==> src/rtl/mem_stage_ctrl_pkg.sv <==
// Shared pipeline constants: opcode field, memory opcodes, default address width.
// Also holds the MEM-stage FSM state type and opcode decode helpers.
package mem_stage_ctrl_pkg;

  localparam int ADDR_W_DEF = 12;
  localparam int OPC_MSB    = 31;
  localparam int OPC_LSB    = 27;

  localparam logic [4:0] OP_LW = 5'b01000;
  localparam logic [4:0] OP_SW = 5'b00111;

  typedef enum logic {
    ST_IDLE   = 1'b0,
    ST_ACCESS = 1'b1
  } mem_state_e;

  function automatic logic [4:0] opcode_of(input logic [31:0] ir);
    return ir[OPC_MSB:OPC_LSB];
  endfunction

  function automatic logic is_mem_op(input logic [31:0] ir);
    return (opcode_of(ir) == OP_LW) || (opcode_of(ir) == OP_SW);
  endfunction

endpackage

==> src/rtl/mem_stage_ctrl_wait_counter.sv <==
// Counts ACCESS cycles that pass without an ack; tc_o flags the last allowed cycle.
// Cleared on ACCESS entry; the parent leaves ACCESS when tc_o is seen, so no saturation is needed.
module mem_wait_counter #(
  parameter int MAX_WAIT = 255
) (
  input  logic clock,
  input  logic ctrl_reset,
  input  logic clr_i,
  input  logic en_i,
  output logic tc_o
);

  localparam int CW = (MAX_WAIT > 1) ? $clog2(MAX_WAIT) : 1;

  logic [CW-1:0] count_q;
  logic [CW-1:0] count_d;

  always_comb begin
    count_d = count_q;
    if (clr_i) begin
      count_d = '0;
    end else if (en_i) begin
      count_d = count_q + CW'(1);
    end
  end

  always_ff @(posedge clock or negedge ctrl_reset) begin
    if (!ctrl_reset) begin
      count_q <= '0;
    end else begin
      count_q <= count_d;
    end
  end

  // A count of MAX_WAIT-1 means this is the MAX_WAIT-th ack-less ACCESS cycle.
  assign tc_o = (count_q == CW'(MAX_WAIT - 1));

endmodule

==> src/rtl/mem_stage_ctrl.sv <==
// MEM pipeline stage: non-memory ops pass through in one cycle; LW/SW stall the pipe
// in ACCESS until dmem_ack or a wait timeout, which sets the sticky mem_err flag.
module mem_stage_ctrl
  import mem_stage_ctrl_pkg::*;
#(
  parameter int ADDR_W   = ADDR_W_DEF,
  parameter int MAX_WAIT = 255
) (
  input  logic              clock,
  input  logic              ctrl_reset,
  input  logic              xm_valid,
  input  logic [31:0]       xm_O,
  input  logic [31:0]       xm_B,
  input  logic [31:0]       xm_ir,
  output logic              stall,
  output logic              dmem_req,
  output logic              dmem_we,
  output logic [ADDR_W-1:0] dmem_addr,
  output logic [31:0]       dmem_wdata,
  input  logic              dmem_ack,
  input  logic [31:0]       dmem_rdata,
  output logic              mw_valid,
  output logic [31:0]       mw_O,
  output logic [31:0]       mw_D,
  output logic [31:0]       mw_ir,
  output logic              mem_err
);

  mem_state_e        state_q, state_d;
  logic [ADDR_W-1:0] addr_q, addr_d;
  logic [31:0]       wdata_q, wdata_d;
  logic              we_q, we_d;
  logic [31:0]       ir_q, ir_d;
  logic [31:0]       o_q, o_d;
  logic              mw_valid_q, mw_valid_d;
  logic [31:0]       mw_o_q, mw_o_d;
  logic [31:0]       mw_d_q, mw_d_d;
  logic [31:0]       mw_ir_q, mw_ir_d;
  logic              err_q, err_d;
  logic              cnt_clr, cnt_en, cnt_tc;

  mem_wait_counter #(
    .MAX_WAIT (MAX_WAIT)
  ) u_wait_cnt (
    .clock      (clock),
    .ctrl_reset (ctrl_reset),
    .clr_i      (cnt_clr),
    .en_i       (cnt_en),
    .tc_o       (cnt_tc)
  );

  always_comb begin
    state_d    = state_q;
    addr_d     = addr_q;
    wdata_d    = wdata_q;
    we_d       = we_q;
    ir_d       = ir_q;
    o_d        = o_q;
    mw_valid_d = mw_valid_q;
    mw_o_d     = mw_o_q;
    mw_d_d     = mw_d_q;
    mw_ir_d    = mw_ir_q;
    err_d      = err_q;
    cnt_clr    = 1'b0;
    cnt_en     = 1'b0;

    case (state_q)
      ST_IDLE: begin
        if (!xm_valid) begin
          mw_valid_d = 1'b0;
          mw_o_d     = '0;
          mw_d_d     = '0;
          mw_ir_d    = '0;
        end else if (is_mem_op(xm_ir)) begin
          state_d    = ST_ACCESS;
          addr_d     = xm_O[ADDR_W-1:0];
          we_d       = (opcode_of(xm_ir) == OP_SW);
          if (opcode_of(xm_ir) == OP_SW) begin
            wdata_d = xm_B;
          end
          ir_d       = xm_ir;
          o_d        = xm_O;
          mw_valid_d = 1'b0;
          cnt_clr    = 1'b1;
        end else begin
          mw_valid_d = 1'b1;
          mw_o_d     = xm_O;
          mw_d_d     = '0;
          mw_ir_d    = xm_ir;
        end
      end

      ST_ACCESS: begin
        mw_valid_d = 1'b0;
        // An ack on the terminal wait cycle wins over the timeout.
        if (dmem_ack || cnt_tc) begin
          state_d    = ST_IDLE;
          mw_valid_d = 1'b1;
          mw_o_d     = o_q;
          mw_ir_d    = ir_q;
          mw_d_d     = (dmem_ack && !we_q) ? dmem_rdata : '0;
          if (!dmem_ack) begin
            err_d = 1'b1;
          end
        end else begin
          cnt_en = 1'b1;
        end
      end

      default: state_d = ST_IDLE;
    endcase
  end

  always_ff @(posedge clock or negedge ctrl_reset) begin
    if (!ctrl_reset) begin
      state_q    <= ST_IDLE;
      addr_q     <= '0;
      wdata_q    <= '0;
      we_q       <= 1'b0;
      ir_q       <= '0;
      o_q        <= '0;
      mw_valid_q <= 1'b0;
      mw_o_q     <= '0;
      mw_d_q     <= '0;
      mw_ir_q    <= '0;
      err_q      <= 1'b0;
    end else begin
      state_q    <= state_d;
      addr_q     <= addr_d;
      wdata_q    <= wdata_d;
      we_q       <= we_d;
      ir_q       <= ir_d;
      o_q        <= o_d;
      mw_valid_q <= mw_valid_d;
      mw_o_q     <= mw_o_d;
      mw_d_q     <= mw_d_d;
      mw_ir_q    <= mw_ir_d;
      err_q      <= err_d;
    end
  end

  assign stall      = (state_q == ST_ACCESS);
  assign dmem_req   = (state_q == ST_ACCESS);
  assign dmem_we    = (state_q == ST_ACCESS) && we_q;
  assign dmem_addr  = addr_q;
  assign dmem_wdata = wdata_q;
  assign mw_valid   = mw_valid_q;
  assign mw_O       = mw_o_q;
  assign mw_D       = mw_d_q;
  assign mw_ir      = mw_ir_q;
  assign mem_err    = err_q;

endmodule

==> config.mk <==
export PLATFORM = sky130hd
export DESIGN_NAME = mem_stage_ctrl
export DESIGN_NICKNAME = d
export VERILOG_FILES = /design/src/rtl/mem_stage_ctrl_pkg.sv /design/src/rtl/mem_stage_ctrl_wait_counter.sv /design/src/rtl/mem_stage_ctrl.sv
export SDC_FILE = /design/constraint.sdc
export NUM_CORES = 1
export LEC_CHECK = 0
export CAP_MARGIN = 20
export CORE_MARGIN = 5
export CORE_UTILIZATION = 45
export CTS_CLUSTER_SIZE = 28
export DETAILED_ROUTE_END_ITERATION = 6
export GPL_TIMING_DRIVEN = 0
export PLACE_DENSITY = 0.79
export REMOVE_ABC_BUFFERS = 1
export SLEW_MARGIN = 20
export SYNTH_ARGS = -nofsm -noshare
export SYNTH_HDL_FRONTEND = slang
export SYNTH_SLANG_ARGS = --single-unit
==> constraint.sdc <==
create_clock -name clock -period 3.48 [get_ports clock]
set_clock_uncertainty 0.05 [all_clocks]
set_input_delay 0.348 -clock clock [delete_from_list [all_inputs] [get_ports clock]]
set_output_delay 0.348 -clock clock [all_outputs]
set_load 0.05 [all_outputs]
Fig. 1: run 1, logic cells by family
Drawn at 2 px/um.
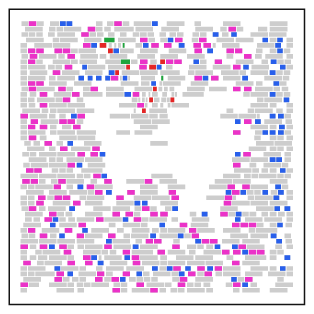
legend:
  blue:
    family: AND-OR and OR-AND gates
    cells: 103
    most_used: a22o_1
    where: widely spread
  green:
    family: NOR gates
    cells: 4
    most_used: nor2_1
    where: top centre
  magenta:
    family: multiplexers
    cells: 158
    most_used: mux2_2
    where: widely spread
  red:
    family: AND and OR gates
    cells: 10
    most_used: and2_1
    where: top centre

Fig. 2: run 1, placed standard cells
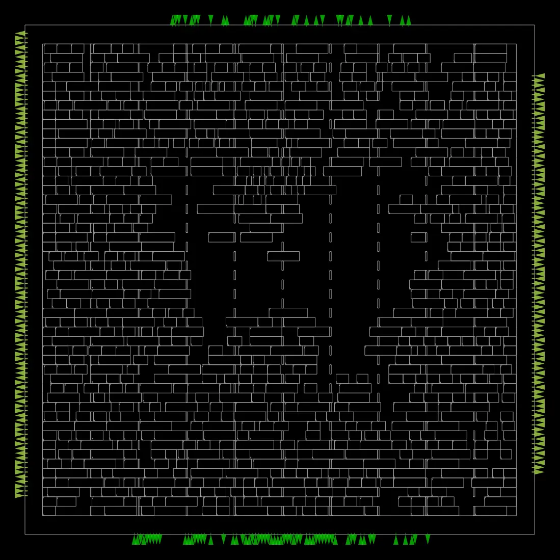
fillers: 1,303
Core Area: 18,580 sq um

==> impl_metrics.ini, run 1 <==
; flow metrics
[clock_tree]
path_clk_slew_ns = 0.06
clock_latency_ns = 0.48
clk_path_buf_depth = 3
cts_setup_buffers = 0
cts_resized = 0
root_buffer = clkbuf_16

[final_timing]
maxSlewHeadroom_pct = 47.23
fin_setup_tns_ns = 0
setup_viol = 0
fin_crit_sh_pct = 85.28
post-route-worst-setup-slack_ns = 0.5122
finalHoldViolations = 0

[run_status]
status = finished clean

[worst_setup_path]
cp.depth = 5
crit_fanout = 97
cp_slowest_cell = nor2b_4
timing.reg2reg.setup_slack_ns = 0.51
critPathLaunch = dmem_req
crit_end = mw_O[9]
path_cells = nor2b_4 -> o211ai_4 -> buf_16 -> nand2_8 -> mux2_2
path_class = reg2reg

[final_layout]
sh_comb_area_pct = 24.44
buf_share_pct = 24.37
dominant_cells = sequential cells
num-nonclk-buffers = 285
fin_util_pct = 65.88
n_antenna_cell = 0
design_area_sq_um = 12240
sh_seq_area_pct = 41.74
area_growth_pct = 45.11

[pwr]
seq-power_mw = 2.93
leakage_nw = 5.499
pwr-share-comb_pct = 23.1

[global_route]
gr-usage-met2_pct = 33.33
grt_pass1_wl_mm = 34.54
grt_max_degree = 104
grt.met1_usage_pct = 22.89
grt.met3_usage_pct = 8.267

[floorplanning]
io_pins = 277
nWellTaps = 234
die_h_um = 146.9

[synthesis]
ys_ff = 204
synth_area_per_cell_sq_um = 15.01
edf_count = 0
synth_cell_type_count = 38
common_cells = 204 x dfrtp_1, 99 x mux2_2, 96 x a22o_1
yosysTopAreaCell = dfrtp_1
ys_seq_share_pct = 60.52

[drt]
maxUsedRoutingLayer = met4
vias = 5779
drt-vias-per-instance = 5.411
wl_met2_mm = 10.54
wl_mm = 21.39

[place]
pre_cts_ws_ns = 0.2678

[flow_run]
maxCapViolCount = 0

[min_path]
hp-class = in2async
Fig. 3: run 1, signal metal coverage by tile
Drawn at 2 px/um. The die is cut into 29 by 29 equal tiles; dark purple is low, yellow is high, scaled to the fullest tile. Values are wire area over tile area, all layers added.
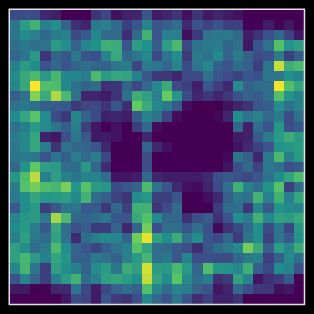
fullest tile: 0.51
mean over tiles: 0.16
emptiest ninth of the die: centre
nearly empty tiles: 10%

==> run 1: state kept, by name (all words and copies together), names as in the netlist <==
signal,cells
mw_O,32
mem_err,1
mw_ir,32
o_q,21
mw_valid,1
u_wait_cnt.count_q,8
dmem_addr,11
dmem_wdata,32
dmem_req,1
ir_q,32
mw_D,32
we_q,1
==> run 1: logic make-up after synthesis <==
family / Yosys count / synth area share, %
AND-OR/OR-AND: 114 / 11.54
AND/OR/NAND/NOR: 28 / 2.077
flip-flops: 204 / 60.52
buffers and inverters: 55 / 4.405
multiplexers: 158 / 21.06
adder cells (fa/ha/maj): 2 / 0.2966
XOR/XNOR: 1 / 0.1038
## Run 2: what changed since run 1
Settings changed: CORE_MARGIN 5 to default.
Clock period 3.48 ns to 2.9 ns, I/O delays scaled along.
==> run 2 against run 1 <==
- the flow now finishes with violations (DRC)
- flip-flop count unchanged
- register-to-register slack worse by 0.32 ns
- first-iteration DRC count up 67%
- design area is 0.99% lower
- highest routed layer unchanged
- global-route usage is 2.3 points higher
- count of clock-buffer cells in the layout increased by 6
- critical endpoint is now mw_ir[26]
==> impl_metrics.ini, run 2 <==
; flow metrics
[run_status]
status = finished with violations
violations = DRC

[place]
pre_cts_ws_ns = 0.03165

[synthesis]
ys_sh_xor_pct = 0.1038
common_cells = 204 x dfrtp_1, 99 x mux2_2, 96 x a22o_1
ys_sh_adder_pct = 0.2966
mux_area_share_pct = 21.06
aoi_share_pct = 11.54
synth_area_per_cell_sq_um = 15.01
ys_seq_share_pct = 60.52
ys_ff = 204
top_logic_kind = multiplexers
synth_cell_type_count = 38
edf_count = 0
simple_gate_share_pct = 2.077

[floorplanning]
nWellTaps = 229
design.core.area_sq_um = 18150
die_h_um = 138.9

[final_timing]
setup_viol = 0
finalHoldViolations = 0
fin_setup_tns_ns = 0
post-route-worst-setup-slack_ns = 0.1901

[final_layout]
sh_comb_area_pct = 24.69
fill_cells = 1284
area_growth_pct = 43.67
n_antenna_cell = 0
dominant_cells = sequential cells
design_area_sq_um = 12120
num-nonclk-buffers = 285
sh_seq_area_pct = 42.15
fin_util_pct = 66.78

[worst_setup_path]
cp_slowest_cell = dfrtp_4
crit_fanout = 97
path_class = reg2reg
r2r_cells = 5
cp.depth = 5

[pwr]
leakage_nw = 5.440
p_int_mw = 5.852
pwr-share-comb_pct = 24.0

[clock_tree]
clk_path_buf_depth = 3
root_buffer = clkbuf_16
clock_latency_ns = 0.49
cts_resized = 0
cts_setup_buffers = 0
path_clk_slew_ns = 0.06

[drt]
wl_met2_mm = 10.38
vias = 5735
wl_mm = 20.41
drt-vias-per-instance = 5.385
drc = 21

[global_route]
grt.met3_usage_pct = 6.285
grt.met1_usage_pct = 25.38
gr-usage-met2_pct = 38.52
grt_pass1_wl_mm = 33.91

[flow_run]
maxCapViolCount = 0
==> run 2: cell counts after synthesis <==
Identical to the previous run, type by type.
==> run 2: worst paths after layout <==
check                              startpoint         to  slack (ns)
max in group asynchronous          ctrl_reset   mw_D[17]        1.48
min in group asynchronous          ctrl_reset   mw_O[20]        0.36
worst max-delay path                 dmem_req  mw_ir[26]        0.19
worst min register to register        mem_err    mem_err        0.41
worst max register to register       dmem_req  mw_ir[26]        0.19
worst min-delay path            dmem_rdata[2]    mw_D[2]        0.35
==> run 2: power by group through the flow <==
stage / Clock [mW] / Sequential, mW / Combinational, mW
after floorplan: 0 / 4.25 / 0.448
after global placement: 0 / 3.53 / 1.95
after detailed placement: 0 / 3.56 / 2.02
after CTS: 2.92 / 3.51 / 2.03
after global routing: 3.03 / 3.57 / 2.11
final: 2.84 / 3.51 / 2.01
Fig. 4: run 2, signal metal coverage by tile
Drawn at 2 px/um. The die is cut into 28 by 28 equal tiles; dark purple is low, yellow is high, scaled to the fullest tile. Values are wire area over tile area, all layers added.
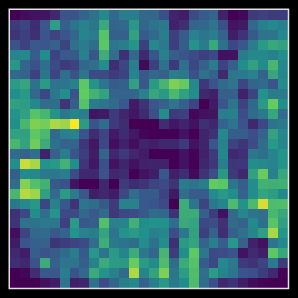
mean over tiles: 0.17
tiles over half the peak: 19%
fullest tile: 0.51
nearly empty tiles: 4.0%
emptiest ninth of the die: centre

Fig. 5: run 2, close-up of the layout
Window x 54 to 84, y 54 to 84 um. Cells in grey, sequential cells in the stronger grey; small squares are vias.
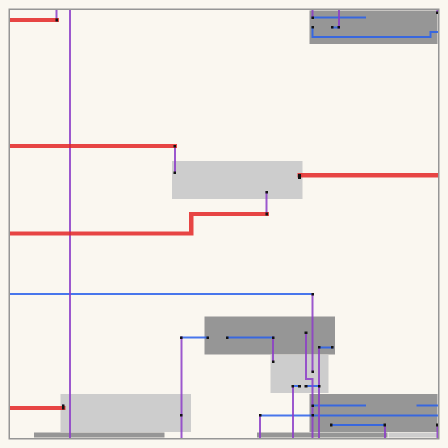
legend:
  purple:
    layer: metal 2
  red:
    layer: metal 3
  blue:
    layer: metal 1
most frequent: dfrtp_1 (3), clkbuf_16 (2), mux2_1 (1)
cells with their middle in the window: 6
netlist names of flops here include: `o_q` (2), `u_wait_cnt.count_q` (1)
sequential cells in the window: 3

Power is estimated from default activity; no workload was simulated.
